congestion_map.png
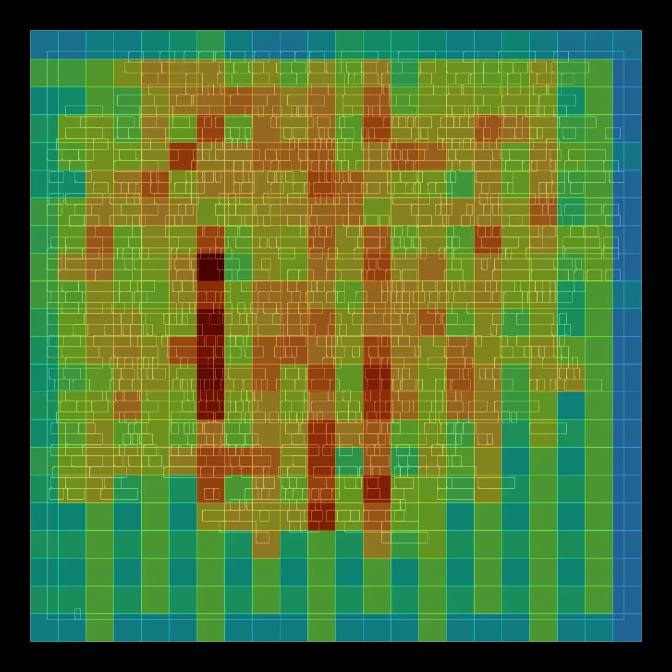
floorplan.png
Bar = 50 µm. Pins as bars on the die edge.
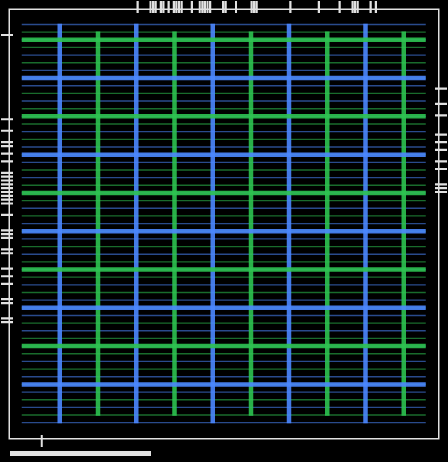
port_trees.png
Bar = 50 µm.
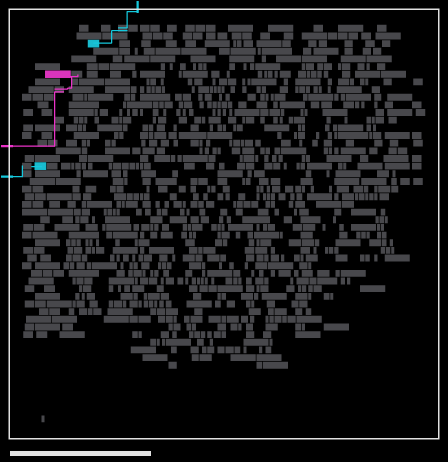
class_map.png
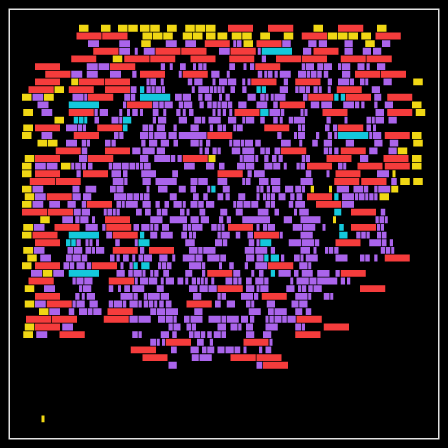
[src/rtl/nonrestoring_divider_su.sv]
// ============================================================================
//  Module      : nonrestoring_divider_su
//  Description : Sequential non-restoring divider with per-operand sign
//                selection.
//                One quotient bit is produced per clock. The FSM walks
//                through IDLE -> PREP -> ITER (WIDTH cycles) -> FIX.
//                PREP forms the operand magnitudes. FIX applies the remainder
//                correction and the result signs.
//                Quotient truncates toward zero. The remainder takes the sign
//                of the dividend. Divide-by-zero returns all-ones and the
//                unchanged dividend.
//  Options     : DIVIDER_ZERO_FAST_EN - when defined, PREP detects a zero
//                divisor and jumps straight to FIX (done 2 edges after the
//                start edge instead of WIDTH+2).
//  Revision    : 1.0 - initial release
// ============================================================================
`default_nettype none

module nonrestoring_divider_su #(
  parameter int WIDTH = 16
) (
  input  logic             clk,
  input  logic             rst_n,
  input  logic             start,
  input  logic [WIDTH-1:0] dividend,
  input  logic [WIDTH-1:0] divisor,
  input  logic [1:0]       sign_mode,
  output logic [WIDTH-1:0] quotient,
  output logic [WIDTH-1:0] remainder,
  output logic             done,
  output logic             busy,
  output logic             div_by_zero
);

  localparam int                 c_cw       = $clog2(WIDTH);
  localparam logic [c_cw-1:0]    c_last     = c_cw'(WIDTH - 1);
  localparam logic [c_cw-1:0]    c_cnt_one  = c_cw'(1);
  localparam logic [WIDTH-1:0]   c_one      = WIDTH'(1);
  localparam logic [WIDTH-1:0]   c_ones     = {WIDTH{1'b1}};

  typedef enum logic [1:0] {
    IDLE = 2'd0,
    PREP = 2'd1,
    ITER = 2'd2,
    FIX  = 2'd3
  } state_t;

  state_t            r_state;
  state_t            w_next;

  // Captured request
  logic [WIDTH-1:0]  r_dividend;
  logic [WIDTH-1:0]  r_divisor;
  logic [1:0]        r_mode;

  // Iteration datapath
  logic [WIDTH:0]    r_p;        // signed partial remainder, one extra bit
  logic [WIDTH-1:0]  r_q;        // dividend bits shifting out, quotient bits shifting in
  logic [WIDTH-1:0]  r_b;        // divisor magnitude
  logic [c_cw-1:0]   r_count;
  logic              r_neg_q;
  logic              r_neg_r;
  logic              r_zero;

  // Registered results
  logic [WIDTH-1:0]  r_quotient;
  logic [WIDTH-1:0]  r_remainder;
  logic              r_dbz;
  logic              r_done;

  // Combinational helpers
  logic              w_neg_a;
  logic              w_neg_b;
  logic [WIDTH-1:0]  w_abs_a;
  logic [WIDTH-1:0]  w_abs_b;
  logic [WIDTH:0]    w_b_ext;
  logic [WIDTH:0]    w_p_sh;
  logic [WIDTH:0]    w_p_new;
  logic [WIDTH:0]    w_p_fix;
  logic [WIDTH-1:0]  w_q_signed;
  logic [WIDTH-1:0]  w_r_signed;

  // Operand magnitudes and signs, taken from the captured request
  assign w_neg_a = r_mode[1] & r_dividend[WIDTH-1];
  assign w_neg_b = r_mode[0] & r_divisor[WIDTH-1];
  assign w_abs_a = w_neg_a ? (~r_dividend + c_one) : r_dividend;
  assign w_abs_b = w_neg_b ? (~r_divisor + c_one) : r_divisor;

  // One non-restoring step. The shifted value may exceed WIDTH+1 bits, but the
  // post-add/subtract value always lies in [-b, b), so modular arithmetic is exact.
  assign w_b_ext = {1'b0, r_b};
  assign w_p_sh  = {r_p[WIDTH-1:0], r_q[WIDTH-1]};
  assign w_p_new = r_p[WIDTH] ? (w_p_sh + w_b_ext) : (w_p_sh - w_b_ext);

  // Final correction: a negative partial remainder still owes one divisor
  assign w_p_fix    = r_p[WIDTH] ? (r_p + w_b_ext) : r_p;
  assign w_q_signed = r_neg_q ? (~r_q + c_one) : r_q;
  assign w_r_signed = r_neg_r ? (~w_p_fix[WIDTH-1:0] + c_one) : w_p_fix[WIDTH-1:0];

  // State register
  always_ff @(posedge clk or negedge rst_n) begin
    if (!rst_n) begin
      r_state <= IDLE;
    end else begin
      r_state <= w_next;
    end
  end

  // Next-state logic
  always_comb begin
    w_next = r_state;
    case (r_state)
      IDLE: begin
        if (start) begin
          w_next = PREP;
        end
      end
      PREP: begin
`ifdef DIVIDER_ZERO_FAST_EN
        if (r_divisor == '0) begin
          w_next = FIX;
        end else begin
          w_next = ITER;
        end
`else
        w_next = ITER;
`endif
      end
      ITER: begin
        if (r_count == c_last) begin
          w_next = FIX;
        end
      end
      FIX: begin
        w_next = IDLE;
      end
      default: begin
        w_next = IDLE;
      end
    endcase
  end

  // Operand capture, magnitude preparation, iteration and result registration
  always_ff @(posedge clk or negedge rst_n) begin
    if (!rst_n) begin
      r_dividend  <= '0;
      r_divisor   <= '0;
      r_mode      <= '0;
      r_p         <= '0;
      r_q         <= '0;
      r_b         <= '0;
      r_count     <= '0;
      r_neg_q     <= 1'b0;
      r_neg_r     <= 1'b0;
      r_zero      <= 1'b0;
      r_quotient  <= '0;
      r_remainder <= '0;
      r_dbz       <= 1'b0;
      r_done      <= 1'b0;
    end else begin
      r_done <= 1'b0;
      case (r_state)
        IDLE: begin
          if (start) begin
            r_dividend <= dividend;
            r_divisor  <= divisor;
            r_mode     <= sign_mode;
          end
        end
        PREP: begin
          r_p     <= '0;
          r_q     <= w_abs_a;
          r_b     <= w_abs_b;
          r_count <= '0;
          r_neg_q <= w_neg_a ^ w_neg_b;
          r_neg_r <= w_neg_a;
          r_zero  <= (r_divisor == '0);
        end
        ITER: begin
          r_p     <= w_p_new;
          r_q     <= {r_q[WIDTH-2:0], ~w_p_new[WIDTH]};
          r_count <= r_count + c_cnt_one;
        end
        FIX: begin
          r_done <= 1'b1;
          if (r_zero) begin
            r_quotient  <= c_ones;
            r_remainder <= r_dividend;
            r_dbz       <= 1'b1;
          end else begin
            r_quotient  <= w_q_signed;
            r_remainder <= w_r_signed;
            r_dbz       <= 1'b0;
          end
        end
        default: begin
          r_done <= 1'b0;
        end
      endcase
    end
  end

  // busy covers the ITER and FIX cycles only. A start seen during PREP has no
  // effect, because capture happens in IDLE alone.
  assign busy        = (r_state == ITER) || (r_state == FIX);
  assign done        = r_done;
  assign quotient    = r_quotient;
  assign remainder   = r_remainder;
  assign div_by_zero = r_dbz;

endmodule

`default_nettype wire

[config.mk]
export PLATFORM = sky130hd
export DESIGN_NAME = nonrestoring_divider_su
export DESIGN_NICKNAME = d
export VERILOG_FILES = /design/src/rtl/nonrestoring_divider_su.sv
export SDC_FILE = /design/constraint.sdc
export NUM_CORES = 1
export LEC_CHECK = 0
export ABC_CLOCK_PERIOD_IN_PS = 9400
export CAP_MARGIN = 25
export CORE_MARGIN = 4
export CORE_UTILIZATION = 40
export CTS_BUF_LIST = sky130_fd_sc_hd__clkbuf_2
export DETAILED_ROUTE_END_ITERATION = 7
export GPL_ROUTABILITY_DRIVEN = 1
export PLACE_DENSITY = 0.66
export RECOVER_POWER = 50
export SETUP_SLACK_MARGIN = 0.2
export SLEW_MARGIN = 20
export SYNTH_ARGS = -nofsm -noshare
export SYNTH_HDL_FRONTEND = slang
export SYNTH_SLANG_ARGS = --single-unit
[constraint.sdc]
create_clock -name clk -period 9.4 [get_ports clk]
set_input_delay 1.88 -clock clk [delete_from_list [all_inputs] [get_ports clk]]
set_output_delay 1.88 -clock clk [all_outputs]
set_load 0.005 [all_outputs]
==> out/metrics.csv <==
metric,value,unit
status,"finished, violations left",
failing checks,"max-capacitance violations, max-slew violations",
DRC Markers,0,
R2R cell count,4,
CP arrival,5250,ps
Critical Path End Type,async pin,
clock network latency to the later pin of the worst-skew pair,720,ps
critical path's top delay family,buffers and inverters,
H-Tree Level Count,4,
count of library flops with an enable pin,0,
Overall Power,3.82,mW
number of cells upsized or downsized after cts,0,
slowest CP cell,clkbuf_1,
first-pass GRT wire length,34800,µm
syn avg cell area,9.22,µm²
fa+ha+maj area frac,0.0682,
"XOR Share, Synth",0.0918,
"CTS clk-pin slew, worst paths",200,ps
ys flop type,dfrtp_1,
Worst Path Required,10160,ps
Post-synth mux share,0.0750,
sequential fraction of the synthesis area,0.380,
YS chip area,8300,µm²
max-slew violation count,237,
cells in synth_stat.txt,900,
critical setup path kind,in -> async,
Worst Hold Depth,1,
vias in the first global route,6534,
wire per inst,16.9,µm
drt via density,5.49,
total clock sinks,126,
crit path max fanout,71,
hold path endpoint,quotient[14],
Synth Instances,900,
"Warnings, synthesis",0,
Synth cell types,70,
die area,23100,µm²
Commonest Layout Cell,dfrtp_1,
post-detail-place hpwl,15300,µm
most frequent cells in the layout,"dfrtp_1, nand2_1, nor2_1",
Max Cap Viol,5,
GR Overflow Total,0,
R2R Setup Slk,5670,ps
CTS Buf Count,17,
Critical Path Source Type,input pin,
worst-path cell chain,clkbuf_1 > buf_4,
Worst path max stage delay,2290,ps
Sum Neg Setup Slack,0,ps
gp weighted congestion,0.886,
PwrDens,400,nW/µm²
layout cells sized above 1,0.105,
largest net degree at the start of global routing,72,
CTS max path bufs,2,
Final period util,0.477,
syn_nets,981,
relative slew slack,-1.21,
About congestion_map.png:
met2 usage: 0.282
total track usage: 0.182

About floorplan.png:
| net | colour |
|---|---|
| VSS | blue |
| VDD | green |
met1 rails: 53
met4 straps: 10
rows: 52
signal pins: 72
met5 straps: 10
Core Area: 20300 µm²
Chip Width: 152 µm
IR drop worst, VDD: 0.169 mV

About port_trees.png:
| port | colour | bits | direction | end cells | buffers | wire |
|---|---|---|---|---|---|---|
| `sign_mode` | cyan | 2 | input | 2 | 2 | 40.9 µm |
| `div_by_zero` | magenta | 1 | output | 1 | 1 | 51.7 µm |
IO Pins: 72
PortBufs: 71

About class_map.png:
| class | colour | cells | share of their area |
|---|---|---|---|
| sequential cells | red | 126 | 34% |
| remaining logic cells | purple | 730 | 54% |
| remaining buffers and delay cells | yellow | 78 | 8.1% |
| clock drivers and dummy loads | cyan | 32 | 3.7% |

how the worst max path moves through the flow:
stage                           from       to  slack [ps]  cells past startpoint
final                          rst_n   r_q[0]        4910                      2
after global routing           rst_n   r_q[0]        4170                      2
after CTS                 r_state[0]     busy        5260                      4
after detailed placement      r_b[1]  r_p[16]        5770                     13
after global placement        r_b[1]  r_p[16]        5810                     13
after floorplan              r_p[16]  r_p[16]        5640                     16
cells in the mapped netlist (all sizes together) (8+ instances only):
master,n,area share
ha,42,0.063
o41ai,8,0.0094
o22ai,16,0.012
mux2,49,0.067
nor4,8,0.0060
o31ai,10,0.012
nor2,76,0.034
nor3,15,0.0090
nand2,78,0.035
o22a,15,0.016
a21o,11,0.010
nand3,17,0.012
xnor2,51,0.054
a21oi,68,0.041
o21ai,64,0.039
or3,8,0.0060
a31oi,15,0.011
inv,39,0.018
xor2,36,0.038
dfrtp,126,0.38
clkbuf,41,0.019
kinds of logic after synthesis:
group / after synthesis
DFF: 126
and+or+nand+nor: 247
adders and majority gates: 44
buffers and inverters: 84
muxes: 56
xor gates and xnor gates: 87
AOI/OAI and AO/OA: 256
routing by layer:
metal	global-route usage	wire, µm	up-vias
met4	0.0449	289	0
met2	0.282	9540	134
met5	0	0	-
met3	0.0404	936	19
met1	0.259	10100	3297
li1	-	-	3345
registers in the layout, summed over array words and instances (netlist names):
name	cells
div_by_zero	1
r_zero	1
r_state	2
remainder	16
r_neg_q	1
r_p	17
r_neg_r	1
r_b	16
r_mode	2
quotient	16
done	1
r_dividend	16
r_q	16
r_divisor	16
r_count	4
report_power, final:
group,switching (mW),internal (mW)
sequential,0.310,0.795
clock,0.233,0.234
combinational,1.21,1.03
layout make-up:
type,count,area [µm²]
timing repair buffer,78,742
fill,1959,10800
clock buffer,17,85.1
clock inverter,15,258
inverter,40,150
sequential,126,3150
tap,270,338
antenna,1,2.50
multi-input combinational,690,4820
metrics by stage:
stage | area (µm²) | setup WS [ps] | std cells | utilization | hold slack (ps)
2_1_floorplan | 8300 | 5640 | 900 | - | 489
3_3_place_gp | 9230 | 5810 | 1204 | 0.454 | 484
3_5_place_dp | 9230 | 5770 | 1204 | 0.454 | 487
4_1_cts | 9570 | 5260 | 1236 | 0.471 | 530
5_1_grt | 9550 | 4170 | 1237 | 0.470 | 546
6_report | 9550 | 4910 | 1237 | 0.470 | 523
Power is estimated from default activity; no workload was simulated.
